File: src/rtl/mode_arbiter_ctrl.sv
`default_nettype none
// ============================================================================
// Module : mode_arbiter_ctrl
// Three-source arbiter (fixed / round-robin / locked / off) onto one
// registered valid/ready channel with sticky timeout and range errors.
// Rev    : 1.0  initial release
// ============================================================================
module mode_arbiter_ctrl #(
  parameter int                DATA_W      = 8,
  parameter int                TIMEOUT_CYC = 16,
  parameter logic [DATA_W-1:0] RANGE_MAX   = 8'h80
) (
  input  logic              clk,
  input  logic              rst_n,
  input  logic [1:0]        mode,
  input  logic [3:0]        config_bits,
  input  logic              req_a,
  input  logic              req_b,
  input  logic              req_c,
  input  logic [DATA_W-1:0] data_in_a,
  input  logic [DATA_W-1:0] data_in_b,
  input  logic [DATA_W-1:0] data_in_c,
  input  logic              data_ready,
  input  logic              err_clr,
  output logic              gnt_a,
  output logic              gnt_b,
  output logic              gnt_c,
  output logic [DATA_W-1:0] data_out,
  output logic              valid_out,
  output logic [1:0]        src_id,
  output logic              busy,
  output logic              error_flag,
  output logic              range_err
);

  localparam int               CNT_W      = $clog2(TIMEOUT_CYC);
  localparam logic [CNT_W-1:0] C_CNT_LAST = CNT_W'(TIMEOUT_CYC - 1);

  typedef enum logic [0:0] {
    S_IDLE = 1'b0,
    S_BUSY = 1'b1
  } state_t;

  state_t              r_state, w_state_nxt;
  logic [2:0]          r_gnt, w_gnt_nxt;
  logic [DATA_W-1:0]   r_data, w_data_nxt;
  logic [1:0]          r_src, w_src_nxt;
  logic                r_valid, w_valid_nxt;
  logic                r_busy, w_busy_nxt;
  logic                r_err, w_err_nxt;
  logic                r_rerr, w_rerr_nxt;
  logic [CNT_W-1:0]    r_cnt, w_cnt_nxt;
  logic [1:0]          r_ptr, w_ptr_nxt;

  logic [2:0]          w_req;
  logic [1:0]          w_rr0, w_rr1, w_rr2;
  logic                w_win_vld;
  logic [1:0]          w_win;
  logic [DATA_W-1:0]   w_win_data;
  logic                w_unused;

  assign w_unused = config_bits[3];

  // Round-robin search order starts one past the last winner.
  always_comb begin
    w_req     = {req_c, req_b, req_a};
    w_rr0     = (r_ptr == 2'd2) ? 2'd0 : r_ptr + 2'd1;
    w_rr1     = (w_rr0 == 2'd2) ? 2'd0 : w_rr0 + 2'd1;
    w_rr2     = (w_rr1 == 2'd2) ? 2'd0 : w_rr1 + 2'd1;
    w_win_vld = 1'b0;
    w_win     = 2'd0;
    case (mode)
      2'b00: begin
        if (req_a) begin
          w_win_vld = 1'b1; w_win = 2'd0;
        end else if (req_b) begin
          w_win_vld = 1'b1; w_win = 2'd1;
        end else if (req_c) begin
          w_win_vld = 1'b1; w_win = 2'd2;
        end
      end
      2'b01: begin
        if (w_req[w_rr0]) begin
          w_win_vld = 1'b1; w_win = w_rr0;
        end else if (w_req[w_rr1]) begin
          w_win_vld = 1'b1; w_win = w_rr1;
        end else if (w_req[w_rr2]) begin
          w_win_vld = 1'b1; w_win = w_rr2;
        end
      end
      2'b10: begin
        if ((config_bits[1:0] != 2'd3) && w_req[config_bits[1:0]]) begin
          w_win_vld = 1'b1; w_win = config_bits[1:0];
        end
      end
      default: ;
    endcase
    case (w_win)
      2'd1:    w_win_data = data_in_b;
      2'd2:    w_win_data = data_in_c;
      default: w_win_data = data_in_a;
    endcase
  end

  always_comb begin
    w_state_nxt = r_state;
    w_gnt_nxt   = 3'b000;
    w_data_nxt  = r_data;
    w_src_nxt   = r_src;
    w_valid_nxt = r_valid;
    w_busy_nxt  = r_busy;
    w_cnt_nxt   = r_cnt;
    w_ptr_nxt   = r_ptr;
    w_err_nxt   = r_err & ~err_clr;
    w_rerr_nxt  = r_rerr & ~err_clr;
    case (r_state)
      S_IDLE: begin
        if (w_win_vld) begin
          w_gnt_nxt   = 3'b001 << w_win;
          w_data_nxt  = w_win_data;
          w_src_nxt   = w_win;
          w_valid_nxt = 1'b1;
          w_busy_nxt  = 1'b1;
          w_cnt_nxt   = '0;
          w_state_nxt = S_BUSY;
          if (mode == 2'b01) w_ptr_nxt = w_win;
          if (config_bits[2] && (w_win_data > RANGE_MAX)) w_rerr_nxt = 1'b1;
        end
      end
      S_BUSY: begin
        if (data_ready) begin
          w_valid_nxt = 1'b0;
          w_busy_nxt  = 1'b0;
          w_cnt_nxt   = '0;
          w_state_nxt = S_IDLE;
        end else if (r_cnt == C_CNT_LAST) begin
          // Downstream stalled too long: drop the transfer and flag it.
          w_err_nxt   = 1'b1;
          w_valid_nxt = 1'b0;
          w_busy_nxt  = 1'b0;
          w_cnt_nxt   = '0;
          w_state_nxt = S_IDLE;
        end else begin
          w_cnt_nxt = r_cnt + CNT_W'(1);
        end
      end
      default: w_state_nxt = S_IDLE;
    endcase
  end

  always_ff @(posedge clk) begin
    if (!rst_n) begin
      r_state <= S_IDLE;
      r_gnt   <= 3'b000;
      r_data  <= '0;
      r_src   <= 2'd0;
      r_valid <= 1'b0;
      r_busy  <= 1'b0;
      r_err   <= 1'b0;
      r_rerr  <= 1'b0;
      r_cnt   <= '0;
      r_ptr   <= 2'd2;
    end else begin
      r_state <= w_state_nxt;
      r_gnt   <= w_gnt_nxt;
      r_data  <= w_data_nxt;
      r_src   <= w_src_nxt;
      r_valid <= w_valid_nxt;
      r_busy  <= w_busy_nxt;
      r_err   <= w_err_nxt;
      r_rerr  <= w_rerr_nxt;
      r_cnt   <= w_cnt_nxt;
      r_ptr   <= w_ptr_nxt;
    end
  end

  assign gnt_a      = r_gnt[0];
  assign gnt_b      = r_gnt[1];
  assign gnt_c      = r_gnt[2];
  assign data_out   = r_data;
  assign valid_out  = r_valid;
  assign src_id     = r_src;
  assign busy       = r_busy;
  assign error_flag = r_err;
  assign range_err  = r_rerr;

endmodule
`default_nettype wire

File: config.mk
export PLATFORM = sky130hd
export DESIGN_NAME = mode_arbiter_ctrl
export DESIGN_NICKNAME = d
export VERILOG_FILES = /design/src/rtl/mode_arbiter_ctrl.sv
export SDC_FILE = /design/constraint.sdc
export NUM_CORES = 1
export LEC_CHECK = 0
export CAP_MARGIN = 30
export CORE_AREA = 2 2 61 63
export CTS_CLUSTER_SIZE = 8
export DETAILED_ROUTE_END_ITERATION = 16
export DIE_AREA = 0 0 63 65
export PLACE_DENSITY = 0.73
export SLEW_MARGIN = 20
export SYNTH_ARGS = -nofsm -noshare
export SYNTH_HDL_FRONTEND = slang
export SYNTH_SLANG_ARGS = --single-unit
File: constraint.sdc
create_clock -name clk -period 2.1 [get_ports clk]
set_input_delay 0.315 -clock clk [delete_from_list [all_inputs] [get_ports clk]]
set_output_delay 0.315 -clock clk [all_outputs]
set_load 0.02 [all_outputs]
### M1 wires

Scale bar: 20 µm. Cells faint in the background.
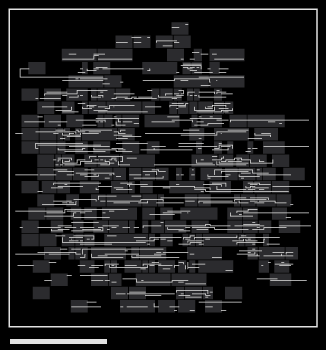
main direction	horizontal
longest straight run	17.5 µm
share of all routed wire	41%
wire length on this layer	1550 µm

### The metal 2 layer

Cells faint in the background.
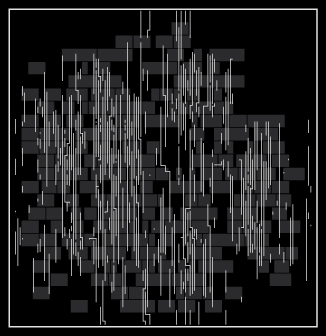
longest straight run	34.7 µm
share of all routed wire	53%
nets with wire on the layer	230
wire length on this layer	2010 µm
Total Wirelength: 3.780 mm
GR met2 Demand/Resource: 0.3418
via count: 1321

### Signal wires on met3

Scale bar: 20 µm. Cells faint in the background.
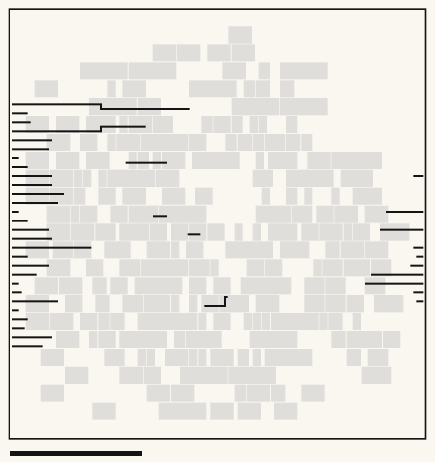
share of all routed wire	5.3%
longest straight run	13.3 µm
wire length on this layer	200 µm
nets with wire on the layer	41
main direction	horizontal

### Sequential cells grouped by signal name

Other sequential cells in the stronger gray, the rest of the logic in the fainter gray.
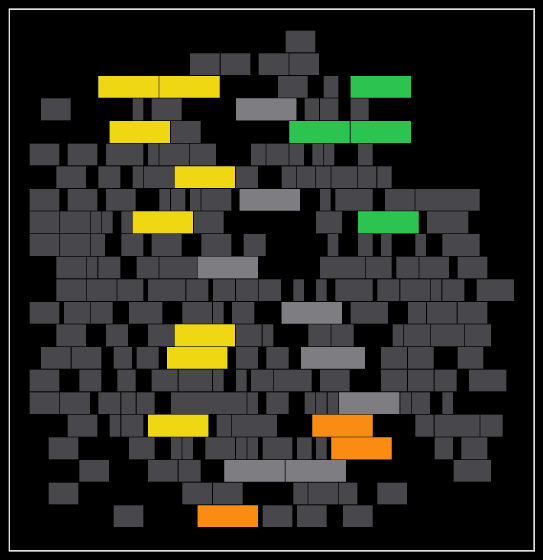
name in the netlist	color	flops
r_cnt	green	4
data_out	yellow	8
r_gnt	orange	3
not colored	8
P_seq: 0.479 mW
Seq area share: 0.2260
Reg area: 461.7 µm²
post-layout util: 0.5845

### Cell placement

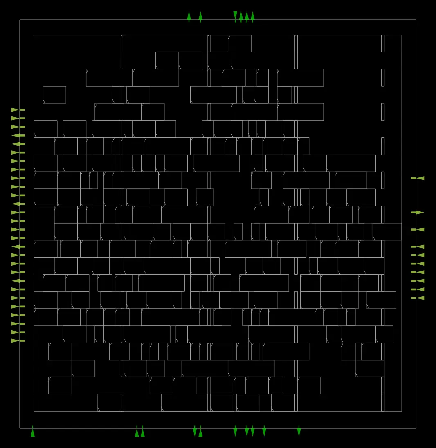
Cell Rows: 22
seq_cells: 23
Core ar.: 3496 µm²
Tap Count: 48

==> flow_metrics.py <==
# Physical implementation metrics
metrics = {
    "outcome": {
        "status": "finished clean",
    },
    "cts": {
        "cts_buffers": 3,
        "cts_buffer_depth": 2,
        "clockRootBuffer": "clkbuf_4",
        "hold_buffers": 0,
        "clk_pin_slew_ns": 0.13,
    },
    "grt": {
        "grt_max_degree": 13,
        "grt_pass1_wl_mm": 6.003,
        "antenna_found_initial": 0,
    },
    "synth": {
        "yosysUniqueCellTypes": 43,
        "top_cell_area_share": 0.3759,
        "synth_cells": 142,
        "ys_seq_frac": 0.3759,
        "yosys.area_share.adder": 0.03064,
        "synth.area.mux_share": 0.08989,
        "logic_family": "simple AND/OR/NAND/NOR gates",
        "compound_area_frac": 0.2196,
        "common_cells": "dfxtp_1, nor2_1, nand2_1",
    },
    "routing": {
        "wl_met1_mm": 1.553,
        "route.detailed.drc": 0,
        "first_pass_iters": 4,
    },
    "sta": {
        "clock.fmax_mhz": 481.4,
        "setup_slack_ns": 0.02260,
        "period_used_share": 0.9892,
        "holdWs_ns": 0.4737,
    },
    "worst_setup_path": {
        "startpoint": "req_a",
        "r2r_cells": 10,
        "start_kind": "input pin",
        "critical_path_class": "in -> reg",
    },
    "placed_design": {
        "dp_hpwl_mm": 2.778,
        "gp_congestion": 0.8058,
    },
    "hold_path": {
        "hold_class": "reg -> reg",
    },
    "floorplanning": {
        "ios": 54,
        "die_w_um": 63,
    },
    "power": {
        "p_leak_nw": 0.8414,
        "vdd_drop_max_v": 0.0002348,
    },
}
-- worst max-delay path: stages --
cell and delay, ns:
dlygate4sd2_1 0.26, or2_4 0.25, a221oi_2 0.23, o21a_2 0.20, inv_2 0.06, ha_4 0.27, buf_6 0.14, nand2_1 0.08
o21ai_2 0.07, nor4_2 0.29, a2bb2oi_1 0.11
-- report_power, final --
part	switching (mW)	leakage, nW	internal, mW
clock network	0.132	0.0150	0.0742
logic	0.167	0.639	0.197
registers	0.0174	0.187	0.461
-- registers in the layout, summed over array words and instances, names as in the netlist --
register,flops
src_id,2
r_cnt,4
r_gnt,3
range_err,1
error_flag,1
data_out,8
r_state,1
busy,1
r_ptr,2
-- worst min path at each step --
stage / from / to / slack [ns]
2_1_floorplan: r_ptr[0] / r_ptr[0] / 0.46
3_3_place_gp: src_id[0] / src_id[0] / 0.45
3_5_place_dp: src_id[0] / src_id[0] / 0.46
4_1_cts: src_id[0] / src_id[0] / 0.48
5_1_grt: src_id[0] / src_id[0] / 0.52
6_report: src_id[0] / src_id[0] / 0.47
-- per-layer routing --
layer / track usage / up-vias
li1: - / 649
met2: 0.3418 / 44
met4: 0.07500 / 0
met1: 0.1981 / 626
met3: 0.04167 / 2
met5: 0 / -
-- layout make-up --
class | count | area (µm²)
multi-input cells | 106 | 784.5
well taps | 48 | 60.06
fillers | 321 | 1453
flip-flops and latches | 23 | 461.7
repair buffers | 72 | 688.2
clock buffers | 4 | 26.28
inverters | 6 | 22.52
-- metrics by stage --
| step | instances | instance area [µm²] |
|---|---|---|
| 6_report | 259 | 2043 |
| 4_1_cts | 257 | 1964 |
| 3_5_place_dp | 250 | 1883 |
| 2_1_floorplan | 142 | 1239 |
| 5_1_grt | 259 | 2043 |
| 3_3_place_gp | 250 | 1883 |
No activity file was given, so power comes from the tool's default toggle rates.
